$ cat src/rtl/cola_vend_if.sv
// Coin/cancel inputs and dispenser/refund outputs of the two-slot cola vending controller.
interface cola_vend_if #(
  parameter int CREDIT_W = 3
);
  logic                pi_coin_a;
  logic                pi_coin_b;
  logic                pi_cancel_a;
  logic                pi_cancel_b;
  logic                po_cola;
  logic                po_sel;
  logic                po_busy;
  logic                po_refund_a;
  logic                po_refund_b;
  logic                po_reject_a;
  logic                po_reject_b;
  logic [CREDIT_W-1:0] po_credit_a;
  logic [CREDIT_W-1:0] po_credit_b;

  modport master (
    output pi_coin_a, pi_coin_b, pi_cancel_a, pi_cancel_b,
    input  po_cola, po_sel, po_busy, po_refund_a, po_refund_b,
    input  po_reject_a, po_reject_b, po_credit_a, po_credit_b
  );

  modport slave (
    input  pi_coin_a, pi_coin_b, pi_cancel_a, pi_cancel_b,
    output po_cola, po_sel, po_busy, po_refund_a, po_refund_b,
    output po_reject_a, po_reject_b, po_credit_a, po_credit_b
  );
endinterface

$ cat src/rtl/cola_vend_ctrl.sv
// Two coin slots sharing one dispenser: per-slot credit/refund handling plus a
// round-robin arbiter that grants the dispenser for DISP_CYCLES cycles per vend.
module cola_vend_ctrl #(
  parameter int PRICE       = 3,
  parameter int DISP_CYCLES = 4,
  parameter int CREDIT_W    = 3
) (
  input logic         clk,
  input logic         rst,
  cola_vend_if.slave  bus
);

  localparam int                 CNT_W      = (DISP_CYCLES > 1) ? $clog2(DISP_CYCLES) : 1;
  localparam logic [CNT_W-1:0]   CNT_INIT   = CNT_W'(DISP_CYCLES - 1);
  localparam logic [CREDIT_W-1:0] PRICE_C    = CREDIT_W'(PRICE);
  localparam logic [CREDIT_W-1:0] CREDIT_MAX = '1;
  localparam logic [CREDIT_W-1:0] ONE_C      = CREDIT_W'(1);

  typedef enum logic {IDLE, VEND} state_t;

  state_t               state_q, state_nxt;
  logic [CNT_W-1:0]     cnt_q, cnt_nxt;
  logic                 cola_q, cola_nxt;
  logic                 busy_q, busy_nxt;
  logic                 sel_q, sel_nxt;
  logic                 ptr_q, ptr_nxt;
  logic                 winner;

  logic [1:0]           coin, cancel;
  logic [1:0]           cancel_go, coin_acc, req, grant;
  logic [1:0]           refund_mode_q, refund_mode_nxt;
  logic [1:0]           refund_q, refund_nxt;
  logic [1:0]           reject_q, reject_nxt;
  logic [CREDIT_W-1:0]  credit_q   [2];
  logic [CREDIT_W-1:0]  credit_nxt [2];

  // Credit after an optional vend charge and an optional accepted coin; coin
  // acceptance already excludes a full counter and a grant implies credit >= PRICE.
  function automatic logic [CREDIT_W-1:0] credit_update(
    input logic [CREDIT_W-1:0] credit,
    input logic                charge,
    input logic                add_coin
  );
    logic [CREDIT_W-1:0] tmp;
    tmp = charge ? (credit - PRICE_C) : credit;
    return tmp + CREDIT_W'(add_coin);
  endfunction

  always_comb begin
    coin   = {bus.pi_coin_b, bus.pi_coin_a};
    cancel = {bus.pi_cancel_b, bus.pi_cancel_a};
    for (int i = 0; i < 2; i++) begin
      cancel_go[i] = !refund_mode_q[i] && cancel[i] && (credit_q[i] != '0);
      coin_acc[i]  = coin[i] && !refund_mode_q[i] && !cancel_go[i] &&
                     (credit_q[i] != CREDIT_MAX);
      req[i]       = !refund_mode_q[i] && (credit_q[i] >= PRICE_C) && !cancel[i];
    end
  end

  // Arbiter: ptr_q remembers the slot served last, so a tie goes to the other one.
  always_comb begin
    state_nxt = state_q;
    cnt_nxt   = cnt_q;
    cola_nxt  = 1'b0;
    busy_nxt  = busy_q;
    sel_nxt   = sel_q;
    ptr_nxt   = ptr_q;
    winner    = 1'b0;
    grant     = 2'b00;
    case (state_q)
      IDLE: begin
        if (req != 2'b00) begin
          winner        = (req == 2'b11) ? ~ptr_q : req[1];
          grant[winner] = 1'b1;
          state_nxt     = VEND;
          cnt_nxt       = CNT_INIT;
          cola_nxt      = 1'b1;
          busy_nxt      = 1'b1;
          sel_nxt       = winner;
          ptr_nxt       = winner;
        end
      end
      VEND: begin
        if (cnt_q == '0) begin
          state_nxt = IDLE;
          busy_nxt  = 1'b0;
        end else begin
          cnt_nxt = cnt_q - CNT_W'(1);
        end
      end
      default: state_nxt = IDLE;
    endcase
  end

  // A refund pays back one coin per cycle; the slot leaves REFUND on the cycle
  // that pays out the last coin.
  always_comb begin
    for (int i = 0; i < 2; i++) begin
      refund_mode_nxt[i] = refund_mode_q[i];
      refund_nxt[i]      = 1'b0;
      reject_nxt[i]      = coin[i] && !coin_acc[i];
      credit_nxt[i]      = credit_q[i];
      if (refund_mode_q[i] || cancel_go[i]) begin
        refund_nxt[i]      = 1'b1;
        credit_nxt[i]      = credit_q[i] - ONE_C;
        refund_mode_nxt[i] = (credit_q[i] != ONE_C);
      end else begin
        credit_nxt[i] = credit_update(credit_q[i], grant[i], coin_acc[i]);
      end
    end
  end

  always_ff @(posedge clk) begin
    if (rst) begin
      state_q       <= IDLE;
      cnt_q         <= '0;
      cola_q        <= 1'b0;
      busy_q        <= 1'b0;
      sel_q         <= 1'b0;
      ptr_q         <= 1'b1;
      refund_mode_q <= 2'b00;
      refund_q      <= 2'b00;
      reject_q      <= 2'b00;
      credit_q[0]   <= '0;
      credit_q[1]   <= '0;
    end else begin
      state_q       <= state_nxt;
      cnt_q         <= cnt_nxt;
      cola_q        <= cola_nxt;
      busy_q        <= busy_nxt;
      sel_q         <= sel_nxt;
      ptr_q         <= ptr_nxt;
      refund_mode_q <= refund_mode_nxt;
      refund_q      <= refund_nxt;
      reject_q      <= reject_nxt;
      credit_q[0]   <= credit_nxt[0];
      credit_q[1]   <= credit_nxt[1];
    end
  end

  assign bus.po_cola     = cola_q;
  assign bus.po_sel      = sel_q;
  assign bus.po_busy     = busy_q;
  assign bus.po_refund_a = refund_q[0];
  assign bus.po_refund_b = refund_q[1];
  assign bus.po_reject_a = reject_q[0];
  assign bus.po_reject_b = reject_q[1];
  assign bus.po_credit_a = credit_q[0];
  assign bus.po_credit_b = credit_q[1];

endmodule

$ cat src/flat_wrapper.sv
// flat-port wrapper written by rule: the top's interface ports become plain ports
module cola_vend_ctrl_flat 
#(
  parameter int PRICE       = 3,
  parameter int DISP_CYCLES = 4,
  parameter int CREDIT_W    = 3
)
  (clk, rst, bus_pi_coin_a, bus_pi_coin_b, bus_pi_cancel_a, bus_pi_cancel_b, bus_po_cola, bus_po_sel, bus_po_busy, bus_po_refund_a, bus_po_refund_b, bus_po_reject_a, bus_po_reject_b, bus_po_credit_a, bus_po_credit_b);
  cola_vend_if #(.CREDIT_W(CREDIT_W)) bus_i ();
  input logic clk;
  input logic rst;
  input wire logic [$bits(bus_i.pi_coin_a)-1:0] bus_pi_coin_a;
  input wire logic [$bits(bus_i.pi_coin_b)-1:0] bus_pi_coin_b;
  input wire logic [$bits(bus_i.pi_cancel_a)-1:0] bus_pi_cancel_a;
  input wire logic [$bits(bus_i.pi_cancel_b)-1:0] bus_pi_cancel_b;
  output wire logic [$bits(bus_i.po_cola)-1:0] bus_po_cola;
  output wire logic [$bits(bus_i.po_sel)-1:0] bus_po_sel;
  output wire logic [$bits(bus_i.po_busy)-1:0] bus_po_busy;
  output wire logic [$bits(bus_i.po_refund_a)-1:0] bus_po_refund_a;
  output wire logic [$bits(bus_i.po_refund_b)-1:0] bus_po_refund_b;
  output wire logic [$bits(bus_i.po_reject_a)-1:0] bus_po_reject_a;
  output wire logic [$bits(bus_i.po_reject_b)-1:0] bus_po_reject_b;
  output wire logic [$bits(bus_i.po_credit_a)-1:0] bus_po_credit_a;
  output wire logic [$bits(bus_i.po_credit_b)-1:0] bus_po_credit_b;
  assign bus_i.pi_coin_a = bus_pi_coin_a;
  assign bus_i.pi_coin_b = bus_pi_coin_b;
  assign bus_i.pi_cancel_a = bus_pi_cancel_a;
  assign bus_i.pi_cancel_b = bus_pi_cancel_b;
  assign bus_po_cola = bus_i.po_cola;
  assign bus_po_sel = bus_i.po_sel;
  assign bus_po_busy = bus_i.po_busy;
  assign bus_po_refund_a = bus_i.po_refund_a;
  assign bus_po_refund_b = bus_i.po_refund_b;
  assign bus_po_reject_a = bus_i.po_reject_a;
  assign bus_po_reject_b = bus_i.po_reject_b;
  assign bus_po_credit_a = bus_i.po_credit_a;
  assign bus_po_credit_b = bus_i.po_credit_b;
  cola_vend_ctrl #(.PRICE(PRICE), .DISP_CYCLES(DISP_CYCLES), .CREDIT_W(CREDIT_W)) u_core (.clk(clk), .rst(rst), .bus(bus_i));
endmodule
$ cat config.mk
export PLATFORM = sky130hd
export DESIGN_NAME = cola_vend_ctrl_flat
export DESIGN_NICKNAME = d
export VERILOG_FILES = /design/src/rtl/cola_vend_if.sv /design/src/rtl/cola_vend_ctrl.sv /design/src/flat_wrapper.sv
export SDC_FILE = /design/constraint.sdc
export NUM_CORES = 1
export LEC_CHECK = 0
export ABC_AREA = 1
export CAP_MARGIN = 15
export CORE_AREA = 2 2 57 59
export DETAILED_ROUTE_END_ITERATION = 16
export DIE_AREA = 0 0 59 61
export HOLD_SLACK_MARGIN = 0.1
export PLACE_DENSITY_LB_ADDON = 0.3
export SYNTH_ARGS = -nofsm -noshare
export SYNTH_HDL_FRONTEND = slang
export SYNTH_SLANG_ARGS = --single-unit
$ cat constraint.sdc
create_clock -name clk -period 3.8 [get_ports clk]
set_input_delay 0.76 -clock clk [delete_from_list [all_inputs] [get_ports clk]]
set_output_delay 0.76 -clock clk [all_outputs]
set_load 0.05 [all_outputs]
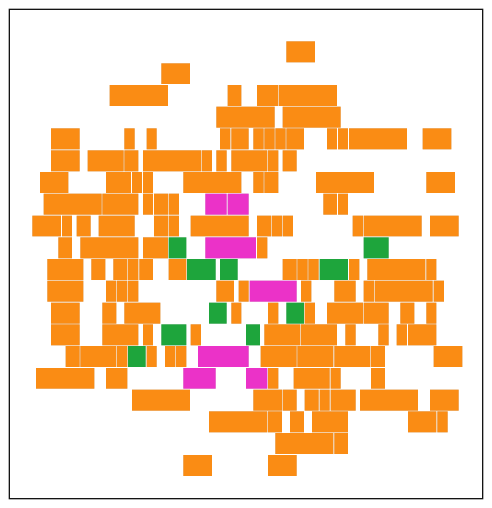
Figure 1: run 1, drive-strength map.
Scale: 8 px per um.
x1 and smaller -> orange  # cells 141, most used inv_1
x3 and x4 -> magenta  # cells 7, most used clkbuf_4
x2 -> green  # cells 10, most used nand2_2
final instance area: 0.00137 mm^2
buffers outside the clock class: 18
final worst slack: 1.39 ns
Area growth syn-to-layout: 21.8%

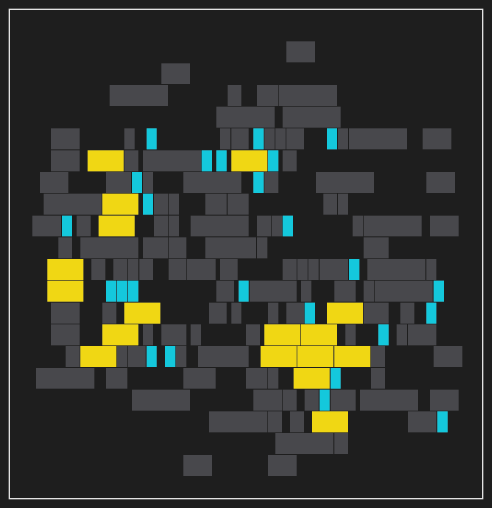
Figure 2: run 1, logic cells by family.
Scale: 8 px per um.
fa/ha/maj cells -> yellow  # cells 17
inv cells -> cyan  # cells 25

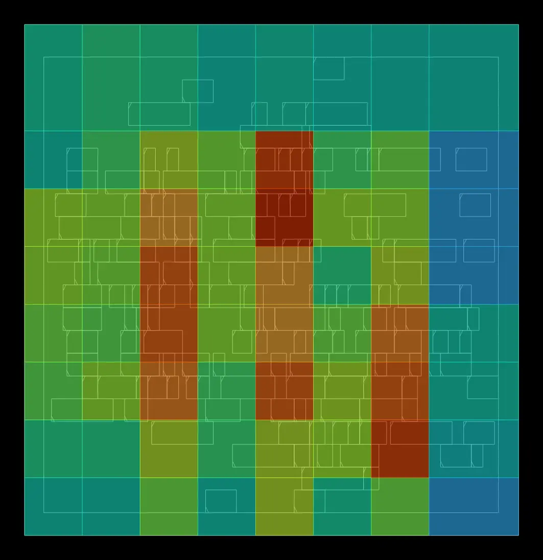
Figure 3: run 1, routing congestion.
GR peak layer: met2
Global Route met2 Usage: 23.5%

==> run 1: cell type report <==
type,instances,area [um^2],area share [%]
Tap cell,33,41.3,3.01
Clock buffer,3,22.5,1.64
Multi-Input combinational cell,92,648,47.3
Clock inverter,1,5.00,0.365
Inverter,25,93.8,6.84
Sequential cell,19,380,27.7
Timing Repair Buffer,18,180,13.1
==> run 1: registers in the layout (all words and copies together) (netlist names), 2 cells and up <==
register / flops
u_core.reject_q: 2
u_core.refund_q: 2
u_core.cnt_q: 2
u_core.credit_q: 6
u_core.refund_mode_q: 2
==> run 1: worst paths after layout <==
check	start	to	slack, ns
min	u_core.bus.po_sel	u_core.bus.po_sel	0.47
min reg2reg	u_core.bus.po_sel	u_core.bus.po_sel	0.47
max reg2reg	u_core.credit_q[0][5]	u_core.credit_q[0][1]	1.62
max	u_core.credit_q[0][5]	bus_po_credit_b[2]	1.39
==> run 1: routing by layer <==
layer / track usage, % / vias up / wire length (um)
met5: 0 / - / 0
met4: 5.19 / 0 / 30
met3: 2.56 / 4 / 63
met2: 23.5 / 18 / 1010
met1: 16.0 / 416 / 1030
li1: - / 483 / -
==> run 1: cell usage in the layout (no fill, tap or decap), types with 2 or more instances in the layout <==
cell             instances
a31oi_1                  2
nor2_1                   8
ha_1                    17
nand3_4                  2
xor2_1                   4
clkdlybuf4s50_1         18
nand2_1                 19
nand2_2                  4
nand3_2                  2
a21oi_1                  7
a21oi_2                  2
a211oi_1                 2
nand4_1                  2
dfxtp_1                 19
clkbuf_4                 3
inv_1                   25
nand3_1                  4
o21ai_1                  2
o21ai_0                  7
nor3_1                   4
==> run 1: power by group <==
part	switching [W]	internal (W)
clock	0.0000703	0.0000393
combinational	0.000502	0.000274
sequential	0.0000670	0.000277
total	0.000639	0.000590
==> results.yml, run 1 <==
# yosys + openroad results
timing:
  maxSlewHeadroom_pct: 66.6
  rsz0062_at_grt: "no"
  drv_slew: 0
  fin_crit_ns: 2.41
  max_clock_freq_ghz: 0.415
  fin_worst_skew_ns: 0.00458
  timing.final.crit_share_pct: 63.5
  whs_ns: 0.473
  worstMarginPinSlew_ns: 0.499
  tns_ns: 0
  hold_violations: 0
floorplanning:
  floorplan.core_util_pct: 38.1
  die_w_um: 59
  die_y_um: 61
  core_area_mm2: 0.00295
  pin_count: 19
  rows: 20
  chipArea_mm2: 0.00360
grt:
  grt_max_degree: 12
  antenna_found_initial: 0
  grt_usage_pct: 13.3
  gr-total-overflow: 0
  grt_pass1_wl_um: 3640
power:
  p_leak_nw: 0.649
  power.total_w: 0.00123
  p_per_area_mw_per_mm2: 896
  max-vdd-ir-drop_uv: 381
route:
  route.detailed.drc: 0
  wire_per_inst_um: 11.2
  ant_nets: 0
  wl_um: 2140
  drt_first_pass_iters: 4
  detail_route.iter0.violations: 13
  vias: 921
  vias_per_cell: 4.82
place:
  dpl_cell_area_mm2: 0.00134
  numPortBuffers: 18
  pre_cts_ws_ns: 1.15
  dp_hpwl_um: 1650
  gp_congestion: 0.833
  place_inst: 187
setup_path:
  crit_path_end_kind: "primary output"
  path_delay_family: "buffers and inverters"
  max_stage_delay_ns: 0.86
  crit_arrival_ns: 1.65
  reg2reg_depth: 11
  cp_max_fo: 7
  required_ns: 3.04
  crit_path_start_kind: "flop"
  crit_cells: 1
  cp.buffers_inverters: 1
  crit_type: "flop to primary output"
  cp_slowest_cell: "clkdlybuf4s50_1"
min_path:
  holdPathStages: 2
  hp-class: "flop to flop"
cells_and_area:
  nNetsFinal: 182
  stdcell_count: 191
  fillers: 295
  drive_gt1_share_pct: 10.8
  post-route-util_pct: 46.4
clock_network:
  cts-hold-fix-buffers: 0
  cts-root-buf: "clkbuf_4"
  htree_levels: 1
  numClockSinks: 19
  clk_latency_ns: 0.31
  clockBufferDepth: 2
  cts_resized: 0
  tritoncts: "yes"
  clkSlewWorstSetupHoldPaths_ns: 0.12
  cts_buffers: 3
logic_synthesis:
  yosys-stat-cells: 137
  ff_type: "dfxtp_1"
  synth_area_mm2: 0.00113
  synthAdderAreaFrac_pct: 18.9
  synth-edff-count: 0
  synth_cells: 137
  yosysWarnings: 0
  top_cell: "inv_1"
  top_logic_kind: "simple AND/OR/NAND/NOR gates"
  xor_area_share_pct: 3.11
  synthArstFlopShare_pct: 0
  synth_cell_type_count: 23
  common_cells: "inv_1, dfxtp_1, nand2_1"
  area_leaders: "dfxtp_1, ha_1, inv_1, nand2_1, a21oi_1"
  top_area_share_pct: 33.8
  ys.flops: 19
  mux_share_pct: 0
  aoi_share_pct: 13.2
  ys_seq_share_pct: 33.8
  syn_area_per_cell_um2: 8.22
  fp_nets: 160
  ys_area_mm2: 0.00113
  simple_gate_share_pct: 22.3
outcome:
  status: "complete, no violations"
run:
  tool_warnings: 34
  cap_violations: 0
## Run 2: what changed since run 1
==> constraint.sdc (replaced) <==
create_clock -name clk -period 2.3 [get_ports clk]
set_input_delay 0.46 -clock clk [delete_from_list [all_inputs] [get_ports clk]]
set_output_delay 0.46 -clock clk [all_outputs]
set_load 0.05 [all_outputs]
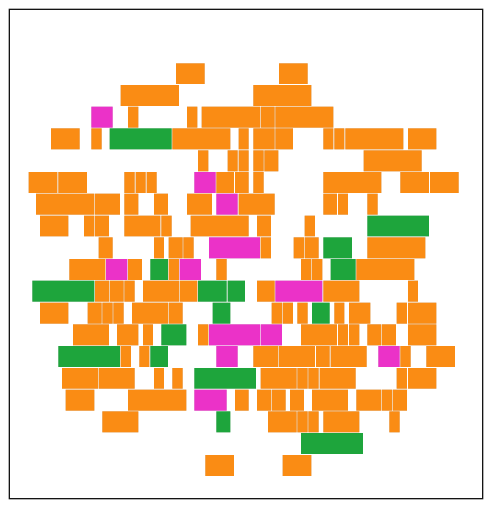
Figure 4: run 2, drive-strength map.
Scale: 8 px per um.
x1 and smaller -> orange  # cells 135, most used inv_1
x3 and x4 -> magenta  # cells 12, most used buf_4
x2 -> green  # cells 16, most used dfxtp_2
final worst slack: 0.212 ns
final instance area: 0.00142 mm^2
buffers outside the clock class: 23
Area growth syn-to-layout: 25.8%

==> run 2 against run 1 <==
  * Hold slack about the same
  * Total power increased by 70%
  * Clock power increased by 57%
  * Utilization increased by 1.5 points
  * Combinational power increased by 73%
  * Critical path type is now flop to flop
  * Critical endpoint is now u_core.credit_q[0][2]
  * Largest cell class unchanged
  * Largest power group unchanged
==> results.yml, run 2 <==
# yosys + openroad results
clock_network:
  tritoncts: "yes"
  clkSlewWorstSetupHoldPaths_ns: 0.12
  numClockSinks: 19
  cts-hold-fix-buffers: 0
  cts-root-buf: "clkbuf_4"
  clk_latency_ns: 0.30
  htree_levels: 1
  clockBufferDepth: 2
  cts_buffers: 3
cells_and_area:
  nMultiInputCombCells: 92
  num-nonclk-inverters: 25
  drive_gt1_share_pct: 17.2
  clkCellAreaFrac_pct: 1.94
  seq_share_pct: 27.4
  stdcell_count: 196
  buf_share_pct: 15.4
  regArea_um2: 388
  fillers: 301
  logic_area_um2: 648
  largest_register_ffs: 6
  sh_comb_area_pct: 45.8
  nNetsFinal: 187
  flop-count: 19
  lay_top_cells: "inv_1, nand2_1, clkdlybuf4s50_1"
  post-route-util_pct: 48.0
  mostFrequentLayoutCell: "inv_1"
  dominant_cells: "multi-input combinational cells"
  top_register: "u_core.credit_q"
  n_clock_buffer: 3
setup_path:
  crit_type: "flop to flop"
  path_delay_family: "adder cells"
  crit_path_end_kind: "flop"
  cp.buffers_inverters: 2
  path_cells: "ha_1 > ha_1 > nor2_2 > nand2_1 > nand2_1 > nand2_2 > nand3_2 > xor2_1 > ha_1 > ha_1 > inv_1 > nand3_1 > nand3_1 > nand2_1 > inv_1"
  crit_cells: 15
  cp_max_fo: 6
  r2r_start: "u_core.credit_q[0][3]"
  reg2reg_depth: 15
  required_ns: 2.51
  crit_arrival_ns: 2.29
  crit_path_start_kind: "flop"
  cp_slowest_cell: "dfxtp_2"
  startpoint: "u_core.credit_q[0][3]"
  max_stage_delay_ns: 0.37
min_path:
  holdPathStages: 2
  min_from: "u_core.bus.po_sel"
  hp-class: "flop to flop"
place:
  pre_cts_ws_ns: 0.00678
  numPortBuffers: 18
  dpl_cell_area_mm2: 0.00139
  gp_congestion: 0.830
  dp_hpwl_um: 1690
  place_inst: 192
logic_synthesis:
  synth-edff-count: 0
  synth_cell_type_count: 23
  top_area_share_pct: 33.8
  yosys-stat-cells: 137
  ys.flops: 19
  area_leaders: "dfxtp_1, ha_1, inv_1, nand2_1, a21oi_1"
  common_cells: "inv_1, dfxtp_1, nand2_1"
  synthArstFlopShare_pct: 0
  yosysWarnings: 0
  ys_area_mm2: 0.00113
  top_cell: "inv_1"
  fp_nets: 160
  ff_type: "dfxtp_1"
  synth_area_mm2: 0.00113
  synth_cells: 137
  syn_area_per_cell_um2: 8.22
  top_area_cell: "dfxtp_1"
  ys_seq_share_pct: 33.8
route:
  ant_nets: 0
  wl_um: 2110
  detail_route.iter0.violations: 13
  drt_first_pass_iters: 4
  route.detailed.drc: 0
  vias: 958
  vias_per_cell: 4.89
floorplanning:
  die_w_um: 59
  core_area_mm2: 0.00295
  pin_count: 19
  floorplan.core_util_pct: 38.1
  die_y_um: 61
  rows: 20
  chipArea_mm2: 0.00360
  nWellTaps: 33
timing:
  timing.final.crit_share_pct: 90.8
  rsz0062_at_grt: "no"
  worstMarginPinSlew_ns: 0.503
  maxSlewHeadroom_pct: 66.4
  whs_ns: 0.473
  setup_viol: 0
  max_clock_freq_ghz: 0.479
  drv_slew: 0
  hold_violations: 0
  tns_ns: 0
  fin_crit_ns: 2.09
  fin_worst_skew_ns: 0.00352
run:
  cap_violations: 0
  tool_warnings: 34
power:
  p_leak_nw: 0.674
  combPwrFrac_pct: 64.0
  power.total_w: 0.00209
  clk-power_w: 0.000173
  power.share.sequential_pct: 27.7
  p_switching_w: 0.00106
  swShare_pct: 50.5
  p_per_area_mw_per_mm2: 1480
  maxPowerGroup: "combinational logic"
  max-vdd-ir-drop_uv: 640
  pg_seq_w: 0.000581
  combinationalPower_w: 0.00134
  intPower_w: 0.00104
  p_clk_share_pct: 8.2
grt:
  grt_pass1_vias: 886
  grt_usage_pct: 13.3
  grt_pass1_wl_um: 3650
  gr-total-overflow: 0
  antenna_found_initial: 0
  grt_max_degree: 12
outcome:
  status: "complete, no violations"
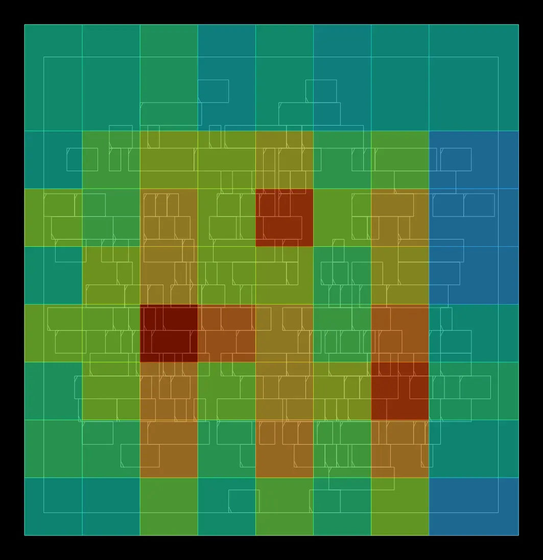
Figure 5: run 2, routing congestion.
GR Util met1: 14.9%
routed length per instance: 10.7 um

==> run 2: cell count changes in the layout (fill, tap and decap cells not counted) <==
cell and change:
dfxtp_1 -6, dfxtp_2 +6, buf_4 +5, o21ai_1 +1, o21ai_0 -1
==> run 2: metal layers <==
layer	track usage (%)	share of wire, %	vias up	routed length, um
met5	0	0	-	0
met4	6.17	1.6	0	34
met3	2.35	2.7	6	57
met2	24.4	49	18	1040
met1	14.9	46	439	974
li1	-	-	495	-
==> run 2: worst reg2reg max path, stage by stage, from the launching register on <==
cell	delay [ns]
dfxtp_2	0.37
ha_1	0.23
ha_1	0.19
nor2_2	0.14
nand2_1	0.07
nand2_1	0.08
nand2_2	0.07
nand3_2	0.09
xor2_1	0.17
ha_1	0.17
ha_1	0.16
inv_1	0.04
nand3_1	0.07
nand3_1	0.07
nand2_1	0.06
inv_1	0.03
==> run 2: logic make-up (layout without fill, tap and decap cells) <==
group                    after synthesis  in the layout  share of synthesized area [%]
XOR/XNOR                               4              4                           3.11
adder cells (fa/ha/maj)               17             17                           18.9
buffers and inverters                 26             52                           8.67
AND-OR/OR-AND                         24             24                           13.2
flip-flops                            19             19                           33.8
AND/OR/NAND/NOR                       47             47                           22.3
==> run 2: final timing paths <==
check | slack [ns] | endpoint
setup / recovery | 0.21 | u_core.credit_q[0][2]
hold / removal | 0.47 | u_core.bus.po_sel
setup reg to reg | 0.21 | u_core.credit_q[0][2]
hold reg to reg | 0.47 | u_core.bus.po_sel
==> run 2: repair_timing <==
action / CTS / global route
buffers inserted: 0 / 0
setup endpoints to repair: 0 / 1
gates resized: 0 / 1
hold endpoints to repair: 0 / 0
Power and IR drop assume default switching activity.
